### Metal layers overlaid, run 1

(1.5 px per micron) Two of the layers only.
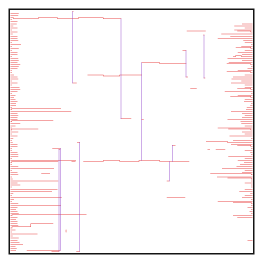
### Met4 routing, run 1

(2 px per micron)
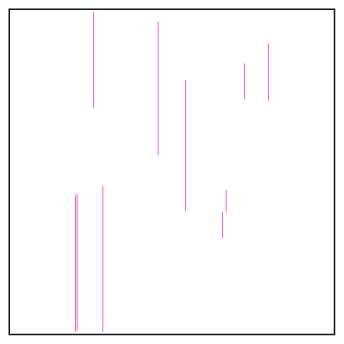
### Clock wiring as the flow saved it, run 1

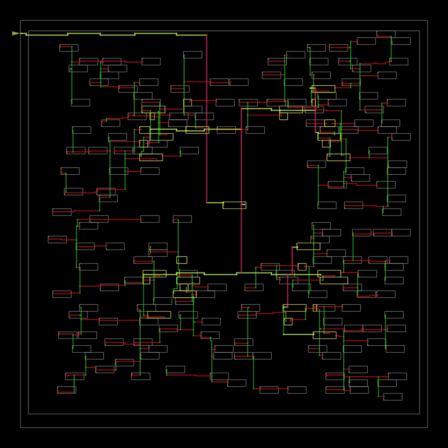
### Pin map, run 1

(2 px per micron) Pins as bars across the die edge, other pins in grey.
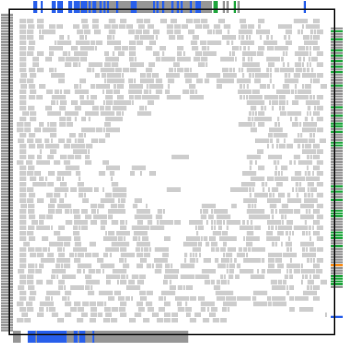
Design ram_arbiter, sky130hd; sources not shown.
==> results.txt, run 1 <==
flow finished, numbers: H-tree Lvls 4, final worst path period share a little under three fifths, Final Util between 50% and 60%, synthesized cell area 7293 sq um, share of cells above drive strength 1 ~3.8%, CP delay by family, top buffers and inverters, Final Max Slew Viols 0, top_reg_cell synth dfxtp_1, status finished, final reports clean, biggest area cells dfxtp_1 50%, mux2i_1 13%, a211oi_1 9.7%, r2r setup slk 1.97 ns, Flops after synth 181, worst slew pin tran 0.9872 ns, CTS root buf clkbuf_16, first-iteration detailed-routing DRC count 377, Final Critical Period ~2.5 ns, CTS tree yes, Critical Path RT 4.73 ns, cells on worst reg2reg path 7, drt first pass iters 5, vias in the first global route between 6000 and 7000, max incr delay on CP 0.55 ns, largest net degree at the start of global routing 189, Max clock buf depth 2, clk slew on worst S/H paths 0.07 ns, Cell Type Count 41, synthesized area per cell 9.026 sq um, worst-path maximum fanout around 190, crit path max-delay cell type clkdlybuf4s50_1, Setup crit start kind primary input, # Post-CTS Setup Buffers 0, max FFs per register 62, Gate Count Post-Synth 808, OpenROAD warning count 36, core area between 20000 and 25000 sq um, max_slew headroom 34.19%, kind of critical path primary input to flip-flop, Hold Path Class flip-flop to flip-flop, chip area in the Yosys report 7293 sq um, TritonCTS Sinks around 180, grt total ovfl 0, IO Count roughly 400, cts hold-fix bufs 0, hold depth 1, WP depth 6, CP arrival 2.81 ns, Via density 4.555, Total Routing Usage GR 19.04%, drt drc 0, Seq share, synth 49.68%, area share, top type between 40% and 50%, yosys warns 0, Final Hold Fails 0, Worst Path Buf+Inv 2, final setup margin just under 2 ns, Routed Antenna Nets 0, final setup vio count 0, post-cts sizing count 0, RSZ-0062 raised after global routing no, yosys cell count 808, # Max-Cap Violations 0, cell taking the most area after synthesis dfxtp_1, Leakage about 4 nW, Setup crit end kind flip-flop, setup TNS 0 ns, DIE AREA 26220 sq um, DP Wirelength around 19000 microns, Layout area overhead 64.06%, initial antenna violation count 1, dpl ws 1.505 ns, CP cell instances clkdlybuf4s50_1 > mux2i_1 > nor2_4 > buf_12 > nor2_1 > a211oi_1, Seq. cell area approximately 3600 sq um, peak supply drop 0.1895 mV, first-pass GRT wire length 37560 microns, Starting Density 30.80%, FMAX 403.5 MHz, Net count, final 1392, PD cells 399.3 nW/um^2, Comb gate area 3374 sq um, fill cell count between 2000 and 2500, Post-synth EDFFs 0, RePlAce Congestion 0.7785, num rows 56, Async SR Flop Fraction 0%
## Picture notes: 'Metal layers overlaid'
met3 -> red  # wire length 1990 microns
met4 -> purple  # wire length 458 microns
wire per inst: 16.92 microns
DRT Wirelength: 25190 microns

## Picture notes: 'Met4 routing'
share of all routed wire = 1.8%
nets with wire on the layer = 7
total number of vias: 6782

## Picture notes: 'Clock wiring as the flow saved it'
flop count: 181
Layout clock buffers: 17
Latency at later pin: 0.42 ns
clk_skew: 0.008403 ns
Num CTS Buffers: 17

## Picture notes: 'Pin map'
ram_data_in -> green  # pins 32, direction input, edge 29 right, 3 top
dma_write -> orange  # pins 1, direction input, edge right
ram_address -> blue  # pins 64, direction output, edge 37 top, 26 bottom, 1 right
all pins by edge = 117 left, 97 right, 92 top, 91 bottom
Die W: 161.9 microns
IO Port Bufs: 390
overall die height: 161.9 microns

==> run 1: Yosys cell counts, drive strengths merged, types with 3 or more instances <==
library cell / n
a211oi: 94
a21oi: 65
and2: 3
and3: 4
buf: 35
clkbuf: 33
dfxtp: 181
ha: 6
inv: 3
mux2i: 96
nand2: 137
nand4: 3
nor2: 111
nor2b: 5
xnor2: 3
xor2: 3
==> run 1: report_power, final <==
group | switching [mW] | total, mW | internal (mW)
Combinational | 0.703 | 1.38 | 0.676
Sequential | 0.0880 | 1.90 | 1.81
Clock | 0.704 | 1.50 | 0.797
Total | 1.50 | 4.78 | 3.28
==> run 1: stage by stage <==
step / instances / cell area (sq um) / power [mW] / hold slack [ns]
final: 1489 / 11970 / 4.778 / 0.4353
after global placement: 1456 / 11390 / 3.322 / 0.4216
after detailed placement: 1456 / 11390 / 3.330 / 0.4204
after CTS: 1488 / 11960 / 4.851 / 0.4377
after floorplan: 809 / 7297 / 2.652 / 0.4138
after global routing: 1489 / 11970 / 5.027 / 0.4645
==> run 1: placed cells by master, fill, tap and decap left out, drive strengths merged, types with 4 or more instances in the layout <==
cell type	count
clkdlybuf4s50	389
dfxtp	181
nand2	137
nor2	111
mux2i	96
a211oi	94
a21oi	65
clkbuf	17
inv	12
buf	7
ha	6
nor2b	5
and3	4
clkinv	4
==> run 1: layer usage <==
layer | vias up | GRT usage (%) | share of wire (%)
li1 | 3508 | - | -
met1 | 3000 | 21.78 | 42
met2 | 251 | 32.56 | 49
met3 | 23 | 5.611 | 7.9
met4 | 0 | 5.351 | 1.8
met5 | - | - | 0
==> run 1: worst reg2reg max path: stages, from the launching register on <==
cell      delay, ns
dfxtp_1        0.51
inv_1          0.11
ha_1           0.40
inv_1          0.12
nor2_4         0.19
buf_12         0.48
nor2_1         0.31
a211oi_1       0.22
==> run 1: cell type report <==
| cell class | count | area share, % |
|---|---|---|
| multi-input combinational | 557 | 28.20 |
| tap | 319 | 3.336 |
| timing repair buffer | 396 | 33.30 |
| antenna | 1 | 0.02091 |
| clock buffer | 17 | 3.555 |
| inverter | 3 | 0.09411 |
| clock inverter | 15 | 1.213 |
| sequential | 181 | 30.28 |
==> run 1: kinds of logic (layout without fill, tap and decap cells) <==
family | count (synthesis) | count (layout) | share of synthesized area, %
compound gates | 171 | 171 | 15.51
xor+xnor | 6 | 6 | 0.7207
fa+ha+maj | 6 | 6 | 1.029
buf+inv | 71 | 431 | 4.409
flops | 181 | 181 | 49.68
mux | 97 | 97 | 13.38
other cells | 1 | 3 | 0.05142
simple gates | 275 | 275 | 15.22
## Run 2: what changed since run 1
- clock period: 4.4 -> 2.35 ns (I/O delays scaled with it)
==> results.txt, run 2 <==
flow finished, numbers: hold depth 1 (unchanged), r2r setup slk 0.22 ns (was 1.97 ns), synthesized cell area 7293 sq um (unchanged), Via density 4.579 (was 4.555), DP Wirelength 19310 microns (was 18910 microns), worst slew pin tran 0.6947 ns (was 0.9872 ns), fill cell count 2295 (was 2332), top-count cell post-synth dfxtp_1 (unchanged), Gate Count Post-Synth 808 (unchanged), Flops after synth 181 (unchanged), Async SR Flop Fraction 0% (unchanged), area share, top type 49.68% (unchanged), final worst path period share 90.70%, IO Port Bufs 390 (unchanged), hold_ws 0.4400 ns (was 0.4353 ns), status finished, final reports clean (unchanged), CP arrival 2.45 ns (was 2.81 ns), FMAX 469.2 MHz, biggest area cells dfxtp_1 50%, mux2i_1 13%, a211oi_1 9.7% (unchanged), Cell Type Count 41 (unchanged), first-iteration detailed-routing DRC count 353 (was 377), num rows 56 (unchanged), crit path max-delay cell type dfxtp_1 (was clkdlybuf4s50_1), vias in the first global route 6654 (was 6560), Layout area overhead 66.29% (was 64.06%), max FFs per register 62 (unchanged), yosys cell count 808 (unchanged), Seq. cell area 3623 sq um (unchanged), Setup crit start kind flip-flop (was primary input), cell taking the most area after synthesis dfxtp_1 (unchanged), kind of critical path flip-flop to flip-flop (was primary input to flip-flop), clk slew on worst S/H paths 0.07 ns (about the same), Seq share, synth 49.68% (unchanged), max incr delay on CP 0.50 ns (was 0.55 ns), PD cells 757.0 nW/um^2 (was 399.3 nW/um^2), Final Max Slew Viols 0 (unchanged), core area 23680 sq um (unchanged), Hold Path Class flip-flop to flip-flop (unchanged), OpenROAD warning count 34 (was 36), Max clock buf depth 2 (unchanged), Routed Antenna Nets 0 (unchanged), H-tree Lvls 4 (unchanged), first-pass GRT wire length 37930 microns (was 37560 microns), Critical Path RT 2.67 ns (was 4.73 ns), most frequent cells in the layout 389 x clkdlybuf4s50_1, 181 x dfxtp_1, 137 x nand2_1, 109 x nor2_1, 96 x mux2i_1 (unchanged), yosys warns 0 (unchanged), cells on worst reg2reg path 8 (was 7), top_reg_cell synth dfxtp_1 (unchanged), most frequent cells after synthesis 181 x dfxtp_1, 137 x nand2_1, 111 x nor2_1, 96 x mux2i_1, 94 x a211oi_1 (unchanged), DIE AREA 26220 sq um (unchanged), dpl ws 0.1309 ns (was 1.505 ns), drt first pass iters 4 (was 5), CTS root buf clkbuf_16 (unchanged), # Post-CTS Setup Buffers 0 (unchanged), synthesized area per cell 9.026 sq um (unchanged), Setup crit end kind flip-flop (unchanged), chip area in the Yosys report 7293 sq um (unchanged), peak supply drop 0.4483 mV (was 0.1895 mV), max_slew headroom 53.68% (was 34.19%), final setup margin 0.2186 ns (was 1.921 ns), Final Critical Period roughly 2.1 ns, Final Hold Fails 0 (unchanged), share of cells above drive strength 1 4.507% (was 3.764%), Starting Density 30.80% (unchanged), IO Count 397 (unchanged), drt drc 0 (unchanged), Num CTS Buffers 17 (unchanged), RSZ-0062 raised after global routing no (unchanged), initial antenna violation count 2 (was 1), Die W 161.9 microns (unchanged), Latency at later pin 0.42 ns (about the same), grt total ovfl 0 (unchanged), overall die height 161.9 microns (unchanged), Post-synth EDFFs 0 (unchanged), setup TNS 0 ns (unchanged), wire per inst 17.05 microns (was 16.92 microns)
## run 2: netlist changes by cell type in the layout (fill, tap and decap cells not counted)
cell and change:
inv_1 -1, clkinvlp_4 +1, inv_8 -2, bufinv_16 +2
clkinv_2 -1, clkinv_4 -1, diode_2 +1, buf_12 +5
buf_4 +4, ha_2 +1, ha_1 -1
## run 2: critical path: cells and delay by family (launching register included)
kind                       cells  cell delay (ns)
AOI/OAI and AO/OA              1             0.23
adders and majority gates      1             0.41
DFF                            1             0.50
buffers and inverters          4             0.62
and+or+nand+nor                2             0.24
## run 2: layout make-up
| type | count | area share, % |
|---|---|---|
| repair buffers | 405 | 33.92 |
| flip-flops and latches | 181 | 29.88 |
| multi-input cells | 557 | 27.84 |
| clock buffers | 17 | 3.508 |
| well taps | 319 | 3.291 |
| clock inverters | 13 | 1.424 |
| inverters | 3 | 0.09285 |
| diodes | 2 | 0.04127 |
## run 2: kinds of logic after synthesis
| group | count (synthesis) | share of synthesized area, % |
|---|---|---|
| AND/OR/NAND/NOR | 275 | 15.22 |
| AND-OR/OR-AND | 171 | 15.51 |
| multiplexers | 97 | 13.38 |
| flip-flops | 181 | 49.68 |
| adder cells (fa/ha/maj) | 6 | 1.029 |
| other | 1 | 0.05142 |
| buffers and inverters | 71 | 4.409 |
| XOR/XNOR | 6 | 0.7207 |
## run 2: repair_timing
| action | CTS | global route |
|---|---|---|
| hold buffers | 0 | 0 |
| gates resized | 0 | 1 |
| setup endpoints to repair | 0 | 19 |
## run 2: metrics by stage
stage                     instance area, sq um  power, mW  instances
after global routing                     12130      9.633       1497
after floorplan                           7297      4.965        809
after global placement                   11520      6.309       1465
after CTS                                12120      9.308       1495
after detailed placement                 11520      6.325       1465
final                                    12130      9.181       1497
## run 2: routing by layer
metal	wire (microns)	share of wire (%)	track usage, %	up-vias
met5	0	0	-	-
met4	244	0.96	4.110	0
met3	2058	8.1	5.687	20
met2	12800	50	33.65	258
met1	10420	41	22.01	3071
li1	-	-	-	3506
## run 2: power breakdown
| group | internal [mW] | switching [mW] | leakage, nW |
|---|---|---|---|
| combinational | 1.33 | 1.35 | 2.30 |
| sequential | 3.39 | 0.167 | 1.47 |
| clock | 1.69 | 1.26 | 0.290 |
| total | 6.40 | 2.78 | 4.06 |
### Clock wiring as the flow saved it, run 2

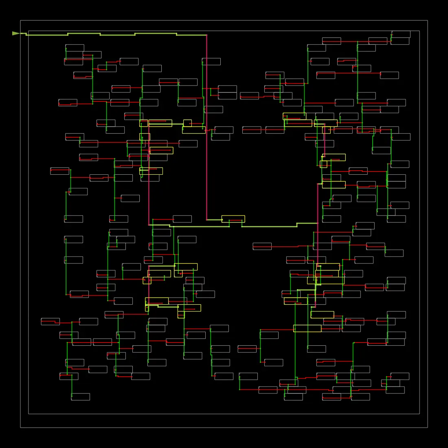
TritonCTS Sinks: 181
clock network power: 2.95 mW
clk_skew: 0.01241 ns

### Metal layers overlaid, run 2

(1.5 px per micron) Two of the layers only.
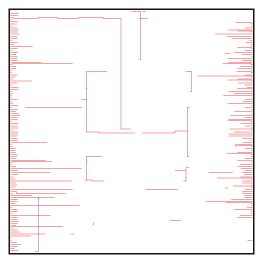
met4 -> purple  # wire length 244 microns
met3 -> red  # wire length 2060 microns
DRT Wirelength: 25520 microns
total number of vias: 6855
Total Routing Usage GR: 19.28%

### Gate-type map, run 2

(2 px per micron)
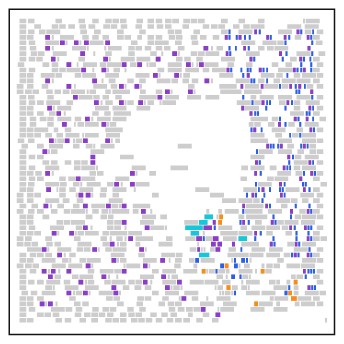
AND and OR gates -> orange  # cells 10, most used and3_1, where bottom right
inverting AOI/OAI gates -> purple  # cells 167, most used a211oi_1, where widely spread
NAND gates -> blue  # cells 143, most used nand2_1, where a column on the right
adder and majority cells -> cyan  # cells 6, most used ha_1
highest-count logic cell in the final layout: clkdlybuf4s50_1
Finished Layout Cells: 1497
combinational share of cell area: 27.84%

No activity file was given, so power comes from the tool's default toggle rates.
